==> images/pinout.png <==
Pins as bars across the die edge, other pins in grey.
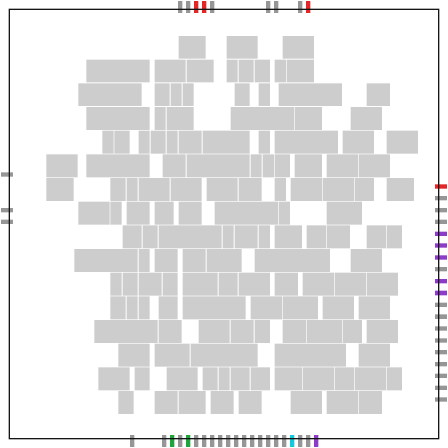
==> images/placed.png <==
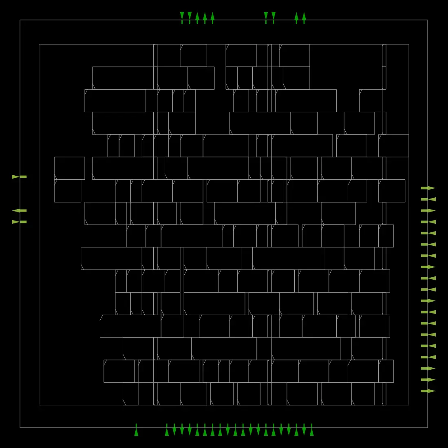
--- src/rtl/fifo_vc_arbiter_if.sv ---
// fifo_vc_arbiter_if: FIFO-side signal bundle between the arbiter (master) and the FIFO datapath (slave).
interface fifo_vc_arbiter_if #(
    parameter int DATA_WIDTH = 6
);
    logic                  init;
    logic [3:0]            umbral_vc_in;
    logic [3:0]            umbral_d_in;
    logic                  vc0_empty;
    logic                  vc1_empty;
    logic [DATA_WIDTH-1:0] vc0_data;
    logic [DATA_WIDTH-1:0] vc1_data;
    logic                  d0_full;
    logic                  d1_full;
    logic                  d0_almost_full;
    logic                  d1_almost_full;
    logic                  fifo_error;
    logic                  vc0_rd_enable;
    logic                  vc1_rd_enable;
    logic                  d0_wr_enable;
    logic                  d1_wr_enable;
    logic [DATA_WIDTH-1:0] d_data_out;
    logic                  fifo_init;
    logic [3:0]            umbral_vc;
    logic [3:0]            umbral_d;
    logic [1:0]            state;
    logic                  error;

    modport master (
        input  init, umbral_vc_in, umbral_d_in, vc0_empty, vc1_empty, vc0_data, vc1_data,
               d0_full, d1_full, d0_almost_full, d1_almost_full, fifo_error,
        output vc0_rd_enable, vc1_rd_enable, d0_wr_enable, d1_wr_enable, d_data_out,
               fifo_init, umbral_vc, umbral_d, state, error
    );

    modport slave (
        output init, umbral_vc_in, umbral_d_in, vc0_empty, vc1_empty, vc0_data, vc1_data,
               d0_full, d1_full, d0_almost_full, d1_almost_full, fifo_error,
        input  vc0_rd_enable, vc1_rd_enable, d0_wr_enable, d1_wr_enable, d_data_out,
               fifo_init, umbral_vc, umbral_d, state, error
    );
endinterface

--- src/rtl/fifo_vc_arbiter.sv ---
// fifo_vc_arbiter: sequences VC/destination FIFOs and pops VC0 over VC1 into D0/D1; VC_FAIR_ARB_EN adds VC1 anti-starvation.
module fifo_vc_arbiter #(
    parameter int DATA_WIDTH = 6,
    parameter int DEST_BIT = 4
) (
    input logic               clk,
    input logic               reset,
    fifo_vc_arbiter_if.master bus
);
    typedef enum logic [1:0] {RESET = 2'd0, INIT = 2'd1, IDLE = 2'd2, ACTIVE = 2'd3} state_t;

    state_t                state_q, state_d;
    logic                  fifo_init_q, error_q, pop_v, pop_src;
    logic                  stall, vc1_turn, vc0_rd, vc1_rd, d0_wr, d1_wr;
    logic [3:0]            umbral_vc_q, umbral_d_q;
    logic [DATA_WIDTH-1:0] word;

`ifdef VC_FAIR_ARB_EN
    logic [1:0] fair_cnt;
    logic       owe;
    // Count VC0 wins against a waiting VC1; after four, VC1 is owed the next grant.
    always_ff @(posedge clk) begin
        if (reset || bus.vc1_empty || vc1_rd) begin
            fair_cnt <= '0;
            owe <= 1'b0;
        end else if (vc0_rd) begin
            fair_cnt <= fair_cnt + 2'd1;
            owe <= fair_cnt == 2'd3;
        end
    end
    assign vc1_turn = owe && !bus.vc1_empty;
`else
    assign vc1_turn = 1'b0;
`endif

    // Next state: init preempts everything; ACTIVE only retires once the last popped word is pushed.
    always_comb begin
        state_d = state_q;
        case (state_q)
            RESET:   state_d = INIT;
            INIT:    state_d = bus.init ? INIT : IDLE;
            IDLE:    state_d = bus.init ? INIT : (!bus.vc0_empty || !bus.vc1_empty) ? ACTIVE : IDLE;
            default: state_d = bus.init ? INIT : (bus.vc0_empty && bus.vc1_empty && !pop_v) ? IDLE : ACTIVE;
        endcase
    end

    // Pop grants and the registered-pop push decode.
    always_comb begin
        stall = bus.d0_full || bus.d1_full || bus.d0_almost_full || bus.d1_almost_full;
        vc0_rd = state_q == ACTIVE && !bus.vc0_empty && !stall && !vc1_turn;
        vc1_rd = state_q == ACTIVE && !bus.vc1_empty && !stall && (bus.vc0_empty || vc1_turn);
        word = pop_src ? bus.vc1_data : bus.vc0_data;
        d0_wr = pop_v && !word[DEST_BIT];
        d1_wr = pop_v && word[DEST_BIT];
    end

    // State, thresholds, pop tracking and the sticky error flag.
    always_ff @(posedge clk) begin
        if (reset) begin
            state_q <= RESET;
            fifo_init_q <= 1'b0;
            umbral_vc_q <= '0;
            umbral_d_q <= '0;
            error_q <= 1'b0;
            pop_v <= 1'b0;
            pop_src <= 1'b0;
        end else begin
            state_q <= state_d;
            fifo_init_q <= state_d == IDLE || state_d == ACTIVE;
            umbral_vc_q <= state_q == INIT ? bus.umbral_vc_in : umbral_vc_q;
            umbral_d_q <= state_q == INIT ? bus.umbral_d_in : umbral_d_q;
            pop_v <= vc0_rd || vc1_rd;
            pop_src <= vc1_rd;
            error_q <= (state_d == INIT && state_q != INIT) ? 1'b0 :
                       error_q || bus.fifo_error || (d0_wr && bus.d0_full) || (d1_wr && bus.d1_full);
        end
    end

    assign bus.vc0_rd_enable = vc0_rd;
    assign bus.vc1_rd_enable = vc1_rd;
    assign bus.d0_wr_enable = d0_wr;
    assign bus.d1_wr_enable = d1_wr;
    assign bus.d_data_out = pop_v ? word : '0;
    assign bus.fifo_init = fifo_init_q;
    assign bus.umbral_vc = umbral_vc_q;
    assign bus.umbral_d = umbral_d_q;
    assign bus.state = state_q;
    assign bus.error = error_q;
endmodule

--- src/flat_wrapper.sv ---
// flat-port wrapper written by rule: the top's interface ports become plain ports
module fifo_vc_arbiter_flat 
#(
    parameter int DATA_WIDTH = 6,
    parameter int DEST_BIT = 4
)
  (clk, reset, bus_init, bus_umbral_vc_in, bus_umbral_d_in, bus_vc0_empty, bus_vc1_empty, bus_vc0_data, bus_vc1_data, bus_d0_full, bus_d1_full, bus_d0_almost_full, bus_d1_almost_full, bus_fifo_error, bus_vc0_rd_enable, bus_vc1_rd_enable, bus_d0_wr_enable, bus_d1_wr_enable, bus_d_data_out, bus_fifo_init, bus_umbral_vc, bus_umbral_d, bus_state, bus_error);
  fifo_vc_arbiter_if #(.DATA_WIDTH(DATA_WIDTH)) bus_i ();
  input logic clk;
  input logic reset;
  input wire logic [$bits(bus_i.init)-1:0] bus_init;
  input wire logic [$bits(bus_i.umbral_vc_in)-1:0] bus_umbral_vc_in;
  input wire logic [$bits(bus_i.umbral_d_in)-1:0] bus_umbral_d_in;
  input wire logic [$bits(bus_i.vc0_empty)-1:0] bus_vc0_empty;
  input wire logic [$bits(bus_i.vc1_empty)-1:0] bus_vc1_empty;
  input wire logic [$bits(bus_i.vc0_data)-1:0] bus_vc0_data;
  input wire logic [$bits(bus_i.vc1_data)-1:0] bus_vc1_data;
  input wire logic [$bits(bus_i.d0_full)-1:0] bus_d0_full;
  input wire logic [$bits(bus_i.d1_full)-1:0] bus_d1_full;
  input wire logic [$bits(bus_i.d0_almost_full)-1:0] bus_d0_almost_full;
  input wire logic [$bits(bus_i.d1_almost_full)-1:0] bus_d1_almost_full;
  input wire logic [$bits(bus_i.fifo_error)-1:0] bus_fifo_error;
  output wire logic [$bits(bus_i.vc0_rd_enable)-1:0] bus_vc0_rd_enable;
  output wire logic [$bits(bus_i.vc1_rd_enable)-1:0] bus_vc1_rd_enable;
  output wire logic [$bits(bus_i.d0_wr_enable)-1:0] bus_d0_wr_enable;
  output wire logic [$bits(bus_i.d1_wr_enable)-1:0] bus_d1_wr_enable;
  output wire logic [$bits(bus_i.d_data_out)-1:0] bus_d_data_out;
  output wire logic [$bits(bus_i.fifo_init)-1:0] bus_fifo_init;
  output wire logic [$bits(bus_i.umbral_vc)-1:0] bus_umbral_vc;
  output wire logic [$bits(bus_i.umbral_d)-1:0] bus_umbral_d;
  output wire logic [$bits(bus_i.state)-1:0] bus_state;
  output wire logic [$bits(bus_i.error)-1:0] bus_error;
  assign bus_i.init = bus_init;
  assign bus_i.umbral_vc_in = bus_umbral_vc_in;
  assign bus_i.umbral_d_in = bus_umbral_d_in;
  assign bus_i.vc0_empty = bus_vc0_empty;
  assign bus_i.vc1_empty = bus_vc1_empty;
  assign bus_i.vc0_data = bus_vc0_data;
  assign bus_i.vc1_data = bus_vc1_data;
  assign bus_i.d0_full = bus_d0_full;
  assign bus_i.d1_full = bus_d1_full;
  assign bus_i.d0_almost_full = bus_d0_almost_full;
  assign bus_i.d1_almost_full = bus_d1_almost_full;
  assign bus_i.fifo_error = bus_fifo_error;
  assign bus_vc0_rd_enable = bus_i.vc0_rd_enable;
  assign bus_vc1_rd_enable = bus_i.vc1_rd_enable;
  assign bus_d0_wr_enable = bus_i.d0_wr_enable;
  assign bus_d1_wr_enable = bus_i.d1_wr_enable;
  assign bus_d_data_out = bus_i.d_data_out;
  assign bus_fifo_init = bus_i.fifo_init;
  assign bus_umbral_vc = bus_i.umbral_vc;
  assign bus_umbral_d = bus_i.umbral_d;
  assign bus_state = bus_i.state;
  assign bus_error = bus_i.error;
  fifo_vc_arbiter #(.DATA_WIDTH(DATA_WIDTH), .DEST_BIT(DEST_BIT)) u_core (.clk(clk), .reset(reset), .bus(bus_i));
endmodule
--- config.mk ---
export PLATFORM = sky130hd
export DESIGN_NAME = fifo_vc_arbiter_flat
export DESIGN_NICKNAME = d
export VERILOG_FILES = /design/src/rtl/fifo_vc_arbiter_if.sv /design/src/rtl/fifo_vc_arbiter.sv /design/src/flat_wrapper.sv
export SDC_FILE = /design/constraint.sdc
export NUM_CORES = 1
export LEC_CHECK = 0
export ABC_AREA = 0
export CORE_MARGIN = 2
export CORE_UTILIZATION = 32
export DETAILED_ROUTE_END_ITERATION = 12
export GPL_ROUTABILITY_DRIVEN = 0
export HOLD_SLACK_MARGIN = 0.03
export PLACE_DENSITY = 0.89
export SYNTH_ARGS = -nofsm -noshare
export SYNTH_HDL_FRONTEND = slang
export SYNTH_SLANG_ARGS = --single-unit
export TNS_END_PERCENT = 1
--- constraint.sdc ---
create_clock -name clk -period 1.31 [get_ports clk]
set_input_delay 0.1965 -clock clk [delete_from_list [all_inputs] [get_ports clk]]
set_output_delay 0.1965 -clock clk [all_outputs]
set_load 0.02 [all_outputs]
==> flow_summary.html <==
<!-- implementation run metrics -->
<table>
<tr><th>Metric</th><th>Value</th></tr>
<tr><th colspan="2">Status</th></tr>
<tr><td>Run status</td><td>finished, violations left</td></tr>
<tr><td>Violated checks</td><td>setup timing</td></tr>
<tr><th colspan="2">Drt</th></tr>
<tr><td>Topmost layer with routed signal wires</td><td>met4</td></tr>
<tr><td>Via/cell ratio</td><td>4.61</td></tr>
<tr><td>Met1 layer wirelength in the final routing</td><td>872 µm</td></tr>
<tr><td>Total DRC errors in the routed layout</td><td>0</td></tr>
<tr><td>Met3 wirelength from detailed routing</td><td>98 µm</td></tr>
<tr><td>Number of detailed-route iterations in the first pass</td><td>4</td></tr>
<tr><td>DRC marker count from the first detailed-route iteration</td><td>16</td></tr>
<tr><th colspan="2">Yosys</th></tr>
<tr><td>Top-area cell share</td><td>39.8%</td></tr>
<tr><td>Yosys cell count</td><td>78</td></tr>
<tr><td>Syn Nets</td><td>108</td></tr>
<tr><td>Count of flip-flops with a built-in enable after synthesis</td><td>0</td></tr>
<tr><td>Xor/xnor share of the synthesized area</td><td>0%</td></tr>
<tr><td>Predominant post-synthesis flop cell</td><td>sky130_fd_sc_hd__dfxtp_1</td></tr>
<tr><td>Multiplexer area fraction after synthesis</td><td>11.1%</td></tr>
<tr><td>Top area cells in the synthesized netlist</td><td>sky130_fd_sc_hd__dfxtp_1, sky130_fd_sc_hd__nand2_1, sky130_fd_sc_hd__a21oi_1</td></tr>
<tr><td>Adder-Cell Fraction of Synth Area</td><td>0%</td></tr>
<tr><td>Synth async-reset ratio</td><td>0%</td></tr>
<tr><td>Cells after Synth</td><td>78</td></tr>
<tr><td>Dominant comb cell</td><td>simple AND/OR/NAND/NOR gates</td></tr>
<tr><td>Total of flip-flops plus latches after synthesis</td><td>13</td></tr>
<tr><td>Unique masters post-synth</td><td>23</td></tr>
<tr><td>Fraction of the mapped netlist area in simple logic gates</td><td>31.6%</td></tr>
<tr><td>Mapped Avg Cell Area</td><td>8.37 µm²</td></tr>
<tr><td>Area leader, netlist</td><td>sky130_fd_sc_hd__dfxtp_1</td></tr>
<tr><td>Cell with the most instances after synthesis</td><td>sky130_fd_sc_hd__nand2_1</td></tr>
<tr><td>Yosys Warn Count</td><td>0</td></tr>
<tr><th colspan="2">Worst setup path</th></tr>
<tr><td>Cells along the critical path</td><td>mux2i_4, and2b_2, buf_6</td></tr>
<tr><td>Critical-path top delay cell</td><td>sky130_fd_sc_hd__dfxtp_4</td></tr>
<tr><td>Crit path capture type</td><td>output port</td></tr>
<tr><td>Reg-to-Reg Start</td><td>u_core.pop_src</td></tr>
<tr><td>Internal reg-to-reg setup slack</td><td>0.02 ns</td></tr>
<tr><td>Destination of the worst register-to-register timing path</td><td>u_core.bus.error</td></tr>
<tr><td>Required time worst endpoint</td><td>1.11 ns</td></tr>
<tr><td>Number of cells on the critical path</td><td>3</td></tr>
<tr><td>Critical path arrival</td><td>1.26 ns</td></tr>
<tr><th colspan="2">GRT</th></tr>
<tr><td>Antenna violations before repair</td><td>0</td></tr>
<tr><td>First-pass GRT wire length</td><td>3710 µm</td></tr>
<tr><td>Total congestion overflow</td><td>0</td></tr>
<tr><td>Met3 Track Usage GR</td><td>3.99%</td></tr>
<tr><td>Total Routing Usage GR</td><td>20.3%</td></tr>
<tr><td>Vias in the first global route</td><td>773</td></tr>
<tr><th colspan="2">Clocking</th></tr>
<tr><td>Clock tree from TritonCTS</td><td>yes</td></tr>
<tr><td>CTS buffer count</td><td>3</td></tr>
<tr><td>Clock root cell</td><td>sky130_fd_sc_hd__clkbuf_4</td></tr>
<tr><td>Max clock buf depth</td><td>2</td></tr>
<tr><td>Clk latency late pin</td><td>0.27 ns</td></tr>
<tr><td>CTS clock-pin slew for the worst setup and hold paths</td><td>0.08 ns</td></tr>
<tr><td>Setup Buffers After CTS</td><td>0</td></tr>
<tr><td>Post-cts gate resize count</td><td>71</td></tr>
<tr><th colspan="2">Power and ir drop</th></tr>
<tr><td>Combinational fraction of design power</td><td>27.3%</td></tr>
<tr><td>Flop+latch power</td><td>0.426 mW</td></tr>
<tr><td>Portion of total power attributed to the clock network</td><td>26.0%</td></tr>
<tr><td>Pwr top</td><td>sequential cells</td></tr>
<tr><td>Switching power share of the total</td><td>26.5%</td></tr>
<tr><td>Areal power density over the cells</td><td>725 nW/µm²</td></tr>
<tr><td>Internal Dissipation</td><td>0.671 mW</td></tr>
<tr><td>Post-route total power</td><td>0.913 mW</td></tr>
<tr><td>Net Sw Power</td><td>0.242 mW</td></tr>
<tr><td>Max IR drop VDD</td><td>562 µV</td></tr>
<tr><th colspan="2">Placement</th></tr>
<tr><td>Number of cells after detailed placement</td><td>160</td></tr>
<tr><td>DP Wirelength</td><td>1790 µm</td></tr>
<tr><td>Post-placement worst setup slack</td><td>-0.823 ns</td></tr>
<tr><td>Area post-placement</td><td>1230 µm²</td></tr>
<tr><th colspan="2">Cells and area</th></tr>
<tr><td># nets final</td><td>169</td></tr>
<tr><td>Proportion of final cell area spent on non-clock buffers</td><td>44.3%</td></tr>
<tr><td>Layout clock area frac</td><td>2.09%</td></tr>
<tr><td>Cell kind with the greatest summed area</td><td>buffers</td></tr>
<tr><td>Number of filler cells placed in the layout</td><td>163</td></tr>
<tr><td>Number of antenna cells inserted</td><td>0</td></tr>
<tr><td>Combinational gate area</td><td>373 µm²</td></tr>
<tr><td>Count of multi-input combinational gates</td><td>58</td></tr>
<tr><td>Total of plain and repair buffers excluding clock buffers</td><td>62</td></tr>
<tr><td>Post-route insts no fill</td><td>165</td></tr>
<tr><td>Core Util, Final</td><td>64.8%</td></tr>
<tr><td>Growth of design area from synthesis to finish</td><td>92.7%</td></tr>
<tr><th colspan="2">STA</th></tr>
<tr><td>Worst hold slack</td><td>0.415 ns</td></tr>
<tr><td>Setup ws final</td><td>-0.144 ns</td></tr>
<tr><td>Slew Limit Headroom</td><td>80.5%</td></tr>
<tr><td>Maximum achievable frequency</td><td>688 MHz</td></tr>
<tr><td>Unrepaired setup endpoints after global routing</td><td>yes</td></tr>
<tr><td>Minimum clock period</td><td>1.45 ns</td></tr>
<tr><td>Count of endpoints failing setup in the final report</td><td>9</td></tr>
<tr><td>Period utilization</td><td>111%</td></tr>
<tr><th colspan="2">Die</th></tr>
<tr><td>Die outline height</td><td>49.2 µm</td></tr>
<tr><td>Boundary Pins</td><td>52</td></tr>
<tr><td>Die width</td><td>49.2 µm</td></tr>
<tr><td>FP Util</td><td>33.6%</td></tr>
<tr><td>Chip area</td><td>2420 µm²</td></tr>
<tr><td>Area of the core region</td><td>1940 µm²</td></tr>
<tr><th colspan="2">Flow run</th></tr>
<tr><td>Total number of warnings across the stage logs</td><td>28</td></tr>
<tr><th colspan="2">Hold path</th></tr>
<tr><td>Number of instances on the worst hold path</td><td>3</td></tr>
<tr><td>Path category of the worst min-delay check</td><td>primary input to flop</td></tr>
</table>
## Picture notes: pinout.png
legend:
  green:
    port: `bus_state`
    pins: 2
    direction: output
    edge: bottom
  purple:
    port: `bus_vc1_data`
    pins: 6
    direction: input
    edge: 5 right, 1 bottom
  cyan:
    port: `bus_d1_wr_enable`
    pins: 1
    direction: output
    edge: bottom
  red:
    port: `bus_umbral_vc`
    pins: 4
    direction: output
    edge: 3 top, 1 right

## Picture notes: placed.png
final sequential cell count: 13
standard-cell rows: 16

Power and IR drop assume default switching activity.
